run_1/layers.png
Bar = 20 um.
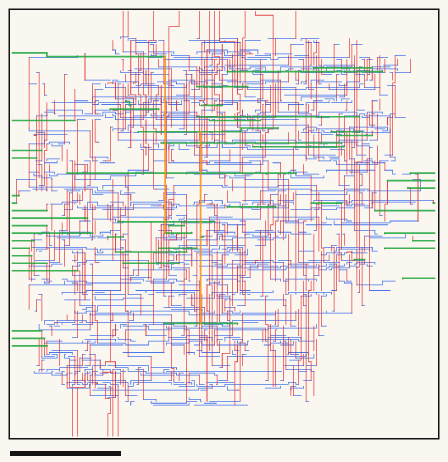
run_1/pinout.png
Bar = 20 um. Pins as bars across the die edge, other pins in gray.
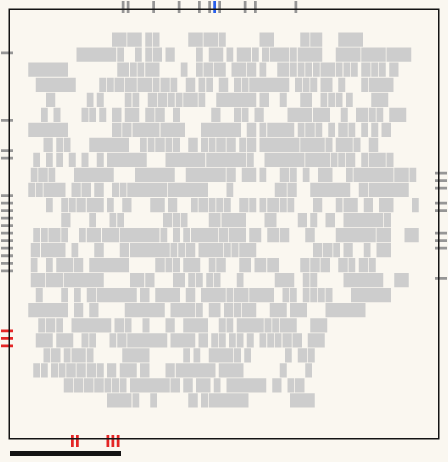
run_1/m3.png
Bar = 20 um.
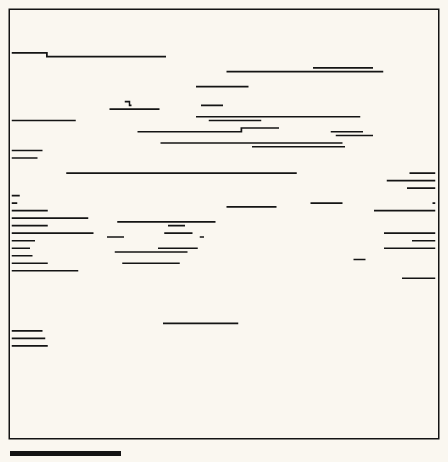
**src/rtl/sm_cmp_stream.sv**
```systemverilog
// Two-stage streaming signed-magnitude comparator with valid/ready flow control and a peak tracker.
// Optional SM_CMP_STATS_EN adds saturating ge_cnt/tot_cnt statistics counters and ports.
module sm_cmp_stream #(
  parameter int WIDTH = 8,
  parameter int CNT_W = 16
) (
  input  logic             clk,
  input  logic             rst,
  input  logic             in_valid,
  output logic             in_ready,
  input  logic [WIDTH-1:0] a_in,
  input  logic [WIDTH-1:0] b_in,
  output logic             out_valid,
  input  logic             out_ready,
  output logic             ageb,
  output logic             aeqb,
  output logic             agtb,
  output logic [WIDTH-1:0] max_out,
  input  logic             clr,
  output logic [WIDTH-1:0] peak_out,
  output logic             peak_valid
`ifdef SM_CMP_STATS_EN
  ,
  output logic [CNT_W-1:0] ge_cnt,
  output logic [CNT_W-1:0] tot_cnt
`endif
);

  if (WIDTH < 2 || WIDTH > 32 || CNT_W < 2) begin : gBadParam
    $error("sm_cmp_stream: WIDTH must be 2..32 and CNT_W at least 2");
  end

  // Signed-magnitude to two's complement; -0 collapses to 0.
  function automatic logic signed [WIDTH-1:0] smToTc(input logic [WIDTH-1:0] sm);
    logic signed [WIDTH-1:0] mag;
    mag = {1'b0, sm[WIDTH-2:0]};
    if (sm[WIDTH-1]) begin
      return -mag;
    end else begin
      return mag;
    end
  endfunction

  // Two's complement back to canonical signed-magnitude (zero is always +0).
  function automatic logic [WIDTH-1:0] tcToSm(input logic signed [WIDTH-1:0] tc);
    logic [WIDTH-1:0] neg;
    neg = -tc;
    if (tc[WIDTH-1]) begin
      return {1'b1, neg[WIDTH-2:0]};
    end else begin
      return {1'b0, tc[WIDTH-2:0]};
    end
  endfunction

  logic                    s1Valid_r;
  logic signed [WIDTH-1:0] s1A_r;
  logic signed [WIDTH-1:0] s1B_r;
  logic                    s2Adv_s;
  logic                    inReady_s;
  logic                    accept_s;
  logic                    deliver_s;
  logic                    geS_s;
  logic                    eqS_s;
  logic                    gtS_s;
  logic [WIDTH-1:0]        maxSm_s;
  logic                    baseValid_s;
  logic [WIDTH-1:0]        basePeak_s;
  logic                    peakValidNext_s;
  logic [WIDTH-1:0]        peakNext_s;

  // Handshake decode; in_ready deliberately follows out_ready within the cycle.
  always_comb begin
    s2Adv_s   = s1Valid_r && (!out_valid || out_ready);
    inReady_s = !rst && (!s1Valid_r || s2Adv_s);
    accept_s  = in_valid && inReady_s;
    deliver_s = out_valid && out_ready;
  end

  assign in_ready = inReady_s;

  // Signed compare of the stage-1 values and selection of the larger operand.
  always_comb begin
    geS_s = (s1A_r >= s1B_r);
    eqS_s = (s1A_r == s1B_r);
    gtS_s = (s1A_r > s1B_r);
    if (geS_s) begin
      maxSm_s = tcToSm(s1A_r);
    end else begin
      maxSm_s = tcToSm(s1B_r);
    end
  end

  // Stage 1: capture operands already converted to two's complement.
  always_ff @(posedge clk) begin
    if (rst) begin
      s1Valid_r <= 1'b0;
      s1A_r     <= {WIDTH{1'b0}};
      s1B_r     <= {WIDTH{1'b0}};
    end else if (accept_s) begin
      s1Valid_r <= 1'b1;
      s1A_r     <= smToTc(a_in);
      s1B_r     <= smToTc(b_in);
    end else if (s2Adv_s) begin
      s1Valid_r <= 1'b0;
    end
  end

  // Stage 2: result registers, held while the consumer stalls.
  always_ff @(posedge clk) begin
    if (rst) begin
      out_valid <= 1'b0;
      ageb      <= 1'b0;
      aeqb      <= 1'b0;
      agtb      <= 1'b0;
      max_out   <= {WIDTH{1'b0}};
    end else if (s2Adv_s) begin
      out_valid <= 1'b1;
      ageb      <= geS_s;
      aeqb      <= eqS_s;
      agtb      <= gtS_s;
      max_out   <= maxSm_s;
    end else if (out_ready) begin
      out_valid <= 1'b0;
    end
  end

  // Peak next-state: clr clears first, then a coincident delivery may load.
  always_comb begin
    baseValid_s     = peak_valid;
    basePeak_s      = peak_out;
    peakValidNext_s = peak_valid;
    peakNext_s      = peak_out;
    if (clr) begin
      baseValid_s = 1'b0;
      basePeak_s  = {WIDTH{1'b0}};
    end else begin
      baseValid_s = peak_valid;
      basePeak_s  = peak_out;
    end
    if (deliver_s && (!baseValid_s || (smToTc(max_out) > smToTc(basePeak_s)))) begin
      peakValidNext_s = 1'b1;
      peakNext_s      = max_out;
    end else begin
      peakValidNext_s = baseValid_s;
      peakNext_s      = basePeak_s;
    end
  end

  // Peak tracker state.
  always_ff @(posedge clk) begin
    if (rst) begin
      peak_valid <= 1'b0;
      peak_out   <= {WIDTH{1'b0}};
    end else begin
      peak_valid <= peakValidNext_s;
      peak_out   <= peakNext_s;
    end
  end

`ifdef SM_CMP_STATS_EN
  // Saturating increment: holds at all-ones instead of wrapping.
  function automatic logic [CNT_W-1:0] satInc(input logic [CNT_W-1:0] c);
    if (&c) begin
      return c;
    end else begin
      return c + {{(CNT_W-1){1'b0}}, 1'b1};
    end
  endfunction

  logic [CNT_W-1:0] geBase_s;
  logic [CNT_W-1:0] totBase_s;
  logic [CNT_W-1:0] geNext_s;
  logic [CNT_W-1:0] totNext_s;

  // Counter next-state, with the same clear-then-count ordering as the peak.
  always_comb begin
    geBase_s  = ge_cnt;
    totBase_s = tot_cnt;
    geNext_s  = ge_cnt;
    totNext_s = tot_cnt;
    if (clr) begin
      geBase_s  = {CNT_W{1'b0}};
      totBase_s = {CNT_W{1'b0}};
    end else begin
      geBase_s  = ge_cnt;
      totBase_s = tot_cnt;
    end
    if (deliver_s) begin
      totNext_s = satInc(totBase_s);
    end else begin
      totNext_s = totBase_s;
    end
    if (deliver_s && ageb) begin
      geNext_s = satInc(geBase_s);
    end else begin
      geNext_s = geBase_s;
    end
  end

  // Statistics counter state.
  always_ff @(posedge clk) begin
    if (rst) begin
      ge_cnt  <= {CNT_W{1'b0}};
      tot_cnt <= {CNT_W{1'b0}};
    end else begin
      ge_cnt  <= geNext_s;
      tot_cnt <= totNext_s;
    end
  end
`endif

endmodule

```
**config.mk**
```make
export PLATFORM = sky130hd
export DESIGN_NAME = sm_cmp_stream
export DESIGN_NICKNAME = d
export VERILOG_FILES = /design/src/rtl/sm_cmp_stream.sv
export SDC_FILE = /design/constraint.sdc
export NUM_CORES = 1
export LEC_CHECK = 0
export ABC_AREA = 1
export CAP_MARGIN = 20
export CORE_MARGIN = 3
export CORE_UTILIZATION = 55
export CTS_CLUSTER_DIAMETER = 100
export DETAILED_ROUTE_END_ITERATION = 6
export DONT_BUFFER_PORTS = 1
export PLACE_DENSITY = 0.75
export SYNTH_ARGS = -nofsm -noshare
export SYNTH_HDL_FRONTEND = slang
export SYNTH_SLANG_ARGS = --single-unit
export TNS_END_PERCENT = 100
```
**constraint.sdc**
```tcl
create_clock -name clk -period 2.9 [get_ports clk]
set_input_delay 0.29 -clock clk [delete_from_list [all_inputs] [get_ports clk]]
set_output_delay 0.29 -clock clk [all_outputs]
set_load 0.05 [all_outputs]
```
==> results.txt, run 1 <==
The synthesis and place-and-route flow finished, so here is a summary.

The critical path required time is 3.09 ns. The non-clock buffer contribution to total cell area is 4.41%. Of the total synthesized cell area, the portion taken by XOR and XNOR cells is 5.93%.

The total nets after synthesis is 477. Ranked by total cell area, the synthesized netlist is headed by dfxtp_1, nand2_1, ha_1. The chip area line of the yosys report is 2810 um2.

The largest net degree at the start of global routing came out at 24. For this floorplan the total number of well-tap instances is 67. The count of tool warnings is 26. The number of clock sinks came to 38.

After layout, the setup clock skew is reported as 0.00547 ns. Grouping non-sequential cells by family puts the most area in simple AND/OR/NAND/NOR gates. Among logic cells in the layout, the one with the most instances is nand2_1. STA classifies the critical path startpoint as a flip-flop.

The clock-cell share of area came out at 2.62%. The routability congestion estimate is 0.907. The total grt overflow came out at 0.

The wire length on met3 came out at 509 um. The hold violation count in the final report came out at 0. The chip footprint came out at 6000 um2. After layout, the clock buffer instance count stands at 6. The run finished with clean final reports. The fmax is 380 MHz. The total power density per cell area came out at 489 nW/um2. The leakage power figure came out at 1.50 nW. The sum of met2 wire segment lengths after detailed routing is 2830 um. The clock share of power came out at 22.9%. The first-pass iteration count of the detailed router is 4. The worst setup path is of the reg2reg kind. The busiest layer in global routing is met2. The global router's overall resource usage came out at 23.3%. The minimum setup slack after placement came out at 0.287 ns. The net load switching power came out at 0.587 mW.

The total wire length came out at 6610 um. The flow reports that combinational logic draws 36.1% of the design power. The post-cts hold-fix buffer tally is 0. The switching part of the total power came out at 39.2%.

The die is 77.5 um tall. Routing resource usage on met1 recorded by global route was 32.8%. The number of maximum-capacitance violations came out at 0.

The clock H-tree reported by CTS has 2 levels. The launching instance or port of the critical path is peak_out[1]. The time the final worst path needs with I/O delays and setup is 2.63 ns.
Back to the opening pictures, layers.png:
| color | layer | wire length |
|---|---|---|
| red | M2 | 2,830 um |
| blue | M1 | 3,200 um |
| orange | M4 | 66.6 um |
| green | M3 | 510 um |

Back to the opening pictures, pinout.png:
| color | port | pins | direction | edge |
|---|---|---|---|---|
| red | a_in | 8 | input | 5 bottom, 3 left |
| blue | aeqb | 1 | output | top |
all pins by edge: 18 left, 11 top, 9 right, 5 bottom

Back to the opening pictures, m3.png:
main direction: horizontal
longest straight run: 41.4 um
nets with wire on the layer: 48
share of all routed wire: 7.7%

run_1/sizing.png
Bar = 20 um.
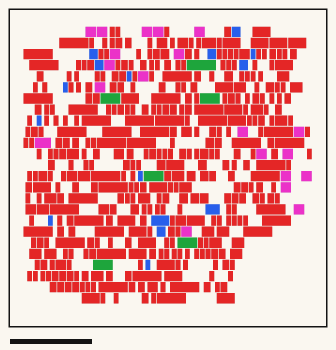

==> run 1 -> run 2 <==
--- a/config.mk
+++ b/config.mk
@@ -12,6 +12,7 @@
 export CTS_CLUSTER_DIAMETER = 100
 export DETAILED_ROUTE_END_ITERATION = 6
 export DONT_BUFFER_PORTS = 1
+export GPL_TIMING_DRIVEN = 0
 export PLACE_DENSITY = 0.75
 export SYNTH_ARGS = -nofsm -noshare
 export SYNTH_HDL_FRONTEND = slang
run_2/sizing.png
Bar = 20 um.
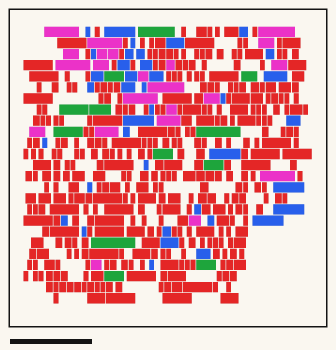
| color | size | cells |
|---|---|---|
| red | x1 and smaller | 377 |
| blue | x2 | 38 |
| magenta | x3 and x4 | 22 |
| green | x6 and larger | 12 |

==> run 2 against run 1 <==
Against the previous run:
- clock skew rose by 0.0018 ns
- critical endpoint is now peak_out[1]
- sequential cell count unchanged
- setup slack worse by 0.19 ns
- combinational power is 1% higher
- global-route usage up 0.49 points
- maximum frequency shrank 6.6%
- largest power group unchanged
- power grew 18%
==> results.txt, run 2 <==
The synthesis and place-and-route flow finished, so here is a summary.

The largest net degree at the start of global routing was 14 (-42%). The switching part of the total power is 37.2% (-2.0 points). The routability congestion estimate is 0.841 (-7.3%).

STA classifies the critical path startpoint as a flip-flop. The clock buffer count came out at 5 (-1). By startpoint and endpoint, the worst setup path is classified as reg2reg. The global router's overall resource usage is 23.8% (+0.49 points). The fmax came out at 354 MHz (-6.6%). The count of tool warnings is 27 (+3.8%). The post-synthesis xor/xnor area fraction came to 5.93% (unchanged). The share of total power in combinational logic is 30.9% (-5.2 points). The critical path starts at peak_out[0]. The sum of met2 wire segment lengths after detailed routing came to 3160 um (+12%).

After synthesis, the largest family of logic cells by area is simple AND/OR/NAND/NOR gates. The clock-cell share of area came out at 4.19% (+1.6 points). The wire length on met3 is 547 um (+7.5%). The number of maximum-capacitance violations came to 0 (unchanged).

The hold violation count in the final report is 0 (unchanged). The first-pass iteration count of the detailed router came out at 4 (unchanged). The tapcell count is 67 (unchanged).

The critical path required time came out at 3.10 ns (about the same). The leakage power figure is 1.55 nW (+3.6%). The met1 track demand over resource in global routing was 33.0% (+0.21 points). The flow ran to the end, and the final reports show no timing, DRC or antenna violations.

The post-route clock skew is 0.00722 ns (+0.00176 ns). The chip area line of the yosys report is 2810 um2 (unchanged). The non-clock buffer contribution to total cell area is 4.53% (+0.11 points). The total wire length came out at 7270 um (+9.9%). The time the final worst path needs with I/O delays and setup came to 2.82 ns (+0.188 ns). The library cell used most frequently in the layout, excluding fill and tap cells, is nand2_1. The top contributor to total power is registers.

The minimum setup slack after placement was -0.310 ns (-0.597 ns). The total nets after synthesis is 477 (unchanged). The count of H-tree levels built during CTS is 2 (unchanged). The net load switching power is 0.658 mW (+12%).
run_2/layers.png
Bar = 20 um.
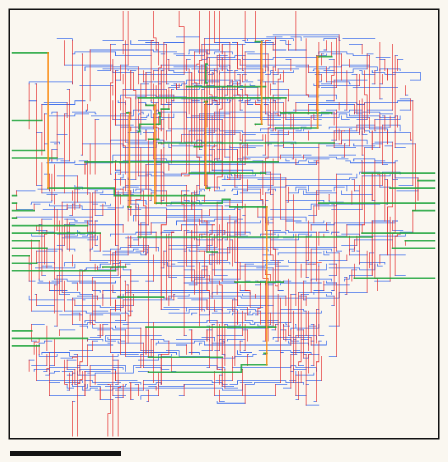
| color | layer | wire length |
|---|---|---|
| red | M2 | 3,160 um |
| green | M3 | 547 um |
| blue | M1 | 3,420 um |
| orange | M4 | 131 um |

No activity file was given, so power comes from the tool's default toggle rates.
